==> images/final_congestion.png <==
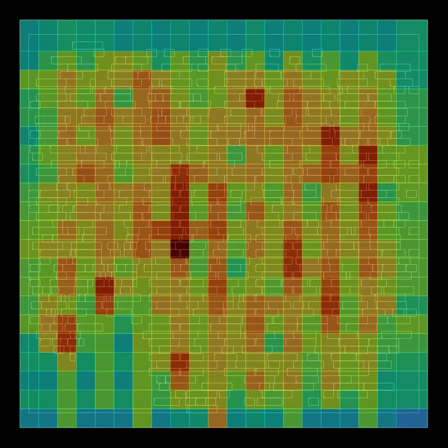
==> images/drive_strength.png <==
(2 px per um)
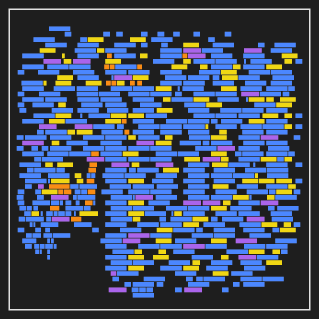
===== src/rtl/fifo_in_buffer.sv =====
// Receive-side buffer for the fifo_in stream: accepts words over valid/ready,
// holds them in a circular register array, and replays them in order downstream.
module fifo_in_buffer #(
    parameter int DATA_WIDTH = 32,
    parameter int DEPTH      = 8,
    parameter int AFULL_LVL  = DEPTH - 2
) (
    input  logic                         clk,
    input  logic                         rst_n,
    input  logic [DATA_WIDTH-1:0]        data_in,
    input  logic                         data_in_vld,
    output logic                         data_in_rdy,
    output logic [DATA_WIDTH-1:0]        data_out,
    output logic                         data_out_vld,
    input  logic                         data_out_rdy,
    output logic [$clog2(DEPTH+1)-1:0]   level,
    output logic                         almost_full
);

    localparam int PW = $clog2(DEPTH);
    localparam int LW = $clog2(DEPTH + 1);

    logic [DATA_WIDTH-1:0] mem_q [DEPTH];
    logic [PW-1:0]         wr_ptr_q, wr_ptr_d;
    logic [PW-1:0]         rd_ptr_q, rd_ptr_d;
    logic [LW-1:0]         level_q, level_d;
    logic                  rdy_q;
    logic                  push;
    logic                  pop;

    // Handshake flags come only from registered state, so neither valid nor
    // ready input has a combinational path to the opposite side.
    assign data_in_rdy  = rdy_q && (level_q != LW'(DEPTH));
    assign data_out_vld = (level_q != '0);
    assign data_out     = mem_q[rd_ptr_q];
    assign level        = level_q;
    assign almost_full  = (level_q >= LW'(AFULL_LVL));

    assign push = data_in_vld && data_in_rdy;
    assign pop  = data_out_vld && data_out_rdy;

    always_comb begin
        wr_ptr_d = wr_ptr_q;
        rd_ptr_d = rd_ptr_q;
        level_d  = level_q;
        if (push) begin
            wr_ptr_d = wr_ptr_q + PW'(1);
        end
        if (pop) begin
            rd_ptr_d = rd_ptr_q + PW'(1);
        end
        if (push && !pop) begin
            level_d = level_q + LW'(1);
        end else if (pop && !push) begin
            level_d = level_q - LW'(1);
        end
    end

    always_ff @(posedge clk or negedge rst_n) begin
        if (!rst_n) begin
            wr_ptr_q <= '0;
            rd_ptr_q <= '0;
            level_q  <= '0;
            rdy_q    <= 1'b0;
        end else begin
            wr_ptr_q <= wr_ptr_d;
            rd_ptr_q <= rd_ptr_d;
            level_q  <= level_d;
            rdy_q    <= 1'b1;
        end
    end

    // Storage is deliberately left out of reset; stale words are unreachable
    // once the pointers and level are cleared.
    always_ff @(posedge clk) begin
        if (push) begin
            mem_q[wr_ptr_q] <= data_in;
        end
    end

endmodule

===== config.mk =====
export PLATFORM = sky130hd
export DESIGN_NAME = fifo_in_buffer
export DESIGN_NICKNAME = d
export VERILOG_FILES = /design/src/rtl/fifo_in_buffer.sv
export SDC_FILE = /design/constraint.sdc
export NUM_CORES = 1
export LEC_CHECK = 0
export CAP_MARGIN = 20
export CORE_MARGIN = 3
export CORE_UTILIZATION = 50
export CTS_CLUSTER_DIAMETER = 150
export DETAILED_ROUTE_END_ITERATION = 7
export MAX_ROUTING_LAYER = met4
export PLACE_DENSITY = 0.77
export SLEW_MARGIN = 20
export SYNTH_ARGS = -nofsm -noshare
export SYNTH_HDL_FRONTEND = slang
export SYNTH_SLANG_ARGS = --single-unit
export TNS_END_PERCENT = 30

===== constraint.sdc =====
create_clock -name clk -period 10.15 [get_ports clk]
set_input_delay 2.03 -clock clk [delete_from_list [all_inputs] [get_ports clk]]
set_output_delay 2.03 -clock clk [all_outputs]
set_load 0.01 [all_outputs]

==> deck_impl_summary.md <==
Flow Results at a Glance

Run status
  • Status: complete, no violations

Clock network
  • Total CTS buffers: 27
  • PostCTS Resize Cnt: 0
  • Clk sink count: roughly 270
  • Worst-path clk slew: ~0.06 ns

Route
  • Met3 Wirelength: around 1000 um
  • Detailed Route Iter0 Violations: around 420
  • Antenna Violating Nets Remaining: 0
  • Avg WL per Cell: around 24 um
  • Routed vias/inst: approximately 5.7

Critical path
  • CP max stage delay: about 0.77 ns
  • Crit Path Class: flop to output pin
  • Crit-path cells: buf_4 -> mux4_2 -> mux2_2 -> clkdlybuf4s50_1
  • R2R depth: 8
  • Critical Path Fanout Max: 46
  • Crit end category: output pin
  • Reg2Reg Launch Point: level[0]$_DFFE_PN0P_
  • CP Buf/Inv Count: 2
  • WP data required: slightly above 8 ns
  • Slowest cell on the critical path: buf_4

Cells and area
  • Multi-In Gates: approximately 150
  • Sequential share of cell area: 0.650
  • Filler cells: 1352
  • CLK BUF: 29
  • Logic area: around 0.0023 sq mm
  • Layout clock area frac: 0.0719
  • Diode count: 3
  • Non-clock buffer share: 0.0665

Logic synthesis
  • Yosys cell count: about 440
  • Cell Type Count: 34
  • Top-area cell share: 0.747
  • Seq cells post-synth: around 270
  • Yosys chip area: between 0.01 and 0.015 sq mm
  • Syn_area_per_cell: approximately 24 sq um
  • Yosys warns: 0
  • Main area contributors: edfxtp_1 (75%), mux4_2 (14%), mux2_2 (3.7%)
  • Async S/R FF share, synth: 0.0412
  • Synth Instances: 435
  • Synth Seq Share: 0.774

Global routing
  • First-pass GRT wire length: about 31000 um
  • Met3 usage: 0.0376
  • GRT Total Usage: 0.187
  • Gr ovfl total: 0

Die
  • Die height: 149 um
  • Tap Cells: between 200 and 300
  • Rows: 51
  • Chip area: around 0.022 sq mm
  • Die x size: between 100 and 150 um
  • I/O pins: 75

Pwr
  • Power Internal: approximately 2.5 mW
  • P_seq: 1.43 mW
  • Psw: about 0.92 mW
  • P per Cell Area: roughly 280 mW/mm^2
  • Power share of the clock group: 0.286

STA
  • Hold Slack: around 0.52 ns
  • TNS Setup: 0 ns
  • Skew final: between 0.007 and 0.008 ns
  • Final hold vios: 0
  • Final setup violation count: 0

Placed design
  • Area post-placement: approximately 0.011 sq mm
About final_congestion.png:
final core utilization: 0.618
GRT met2 Usage: 0.317
GR Layer Usage met1: 0.234
GR peak layer: met2

About drive_strength.png:
Key: drive 2 = yellow [cells 106, share 19%, most used mux4_2]; drive 1 or less = blue [cells 387, share 71%, most used edfxtp_1]; drive 3 to 4 = orange [cells 22, share 4.0%, most used buf_4]; drive 6 and up = purple [cells 33, share 6.0%, most used clkbuf_16]
post-route cell area: 0.0123 sq mm
bufs w/o clock: 84
area grow syn2layout: 19.2%

## synthesized netlist by cell type (2+ instances only)
cell      count
mux2_2       34
clkbuf_1      5
nand2b_1      2
dfrtp_1      11
a21oi_1       2
nor2_1        6
xnor2_1       5
buf_1         2
edfxtp_1    256
nor3_1        3
ha_1          5
buf_6         6
nand4_1       2
buf_2         6
nand2_1       4
nand3_1       3
o211ai_1      2
or4_1         2
mux4_2       64
## flip-flops by register name, indices dropped and copies added, names as in the netlist
| register | cells |
|---|---|
| rd_ptr_q | 3 |
| rdy_q | 1 |
| mem_q | 256 |
| level | 4 |
| wr_ptr_q | 3 |
## cell families after synthesis
logic type      share of synthesized area
mux                                 0.180
flops                               0.774
simple gates                       0.0157
other cells                      0.000364
compound gates                    0.00474
fa+ha+maj                         0.00803
buf+inv                            0.0124
xor+xnor                          0.00511
No activity file was given, so power comes from the tool's default toggle rates.
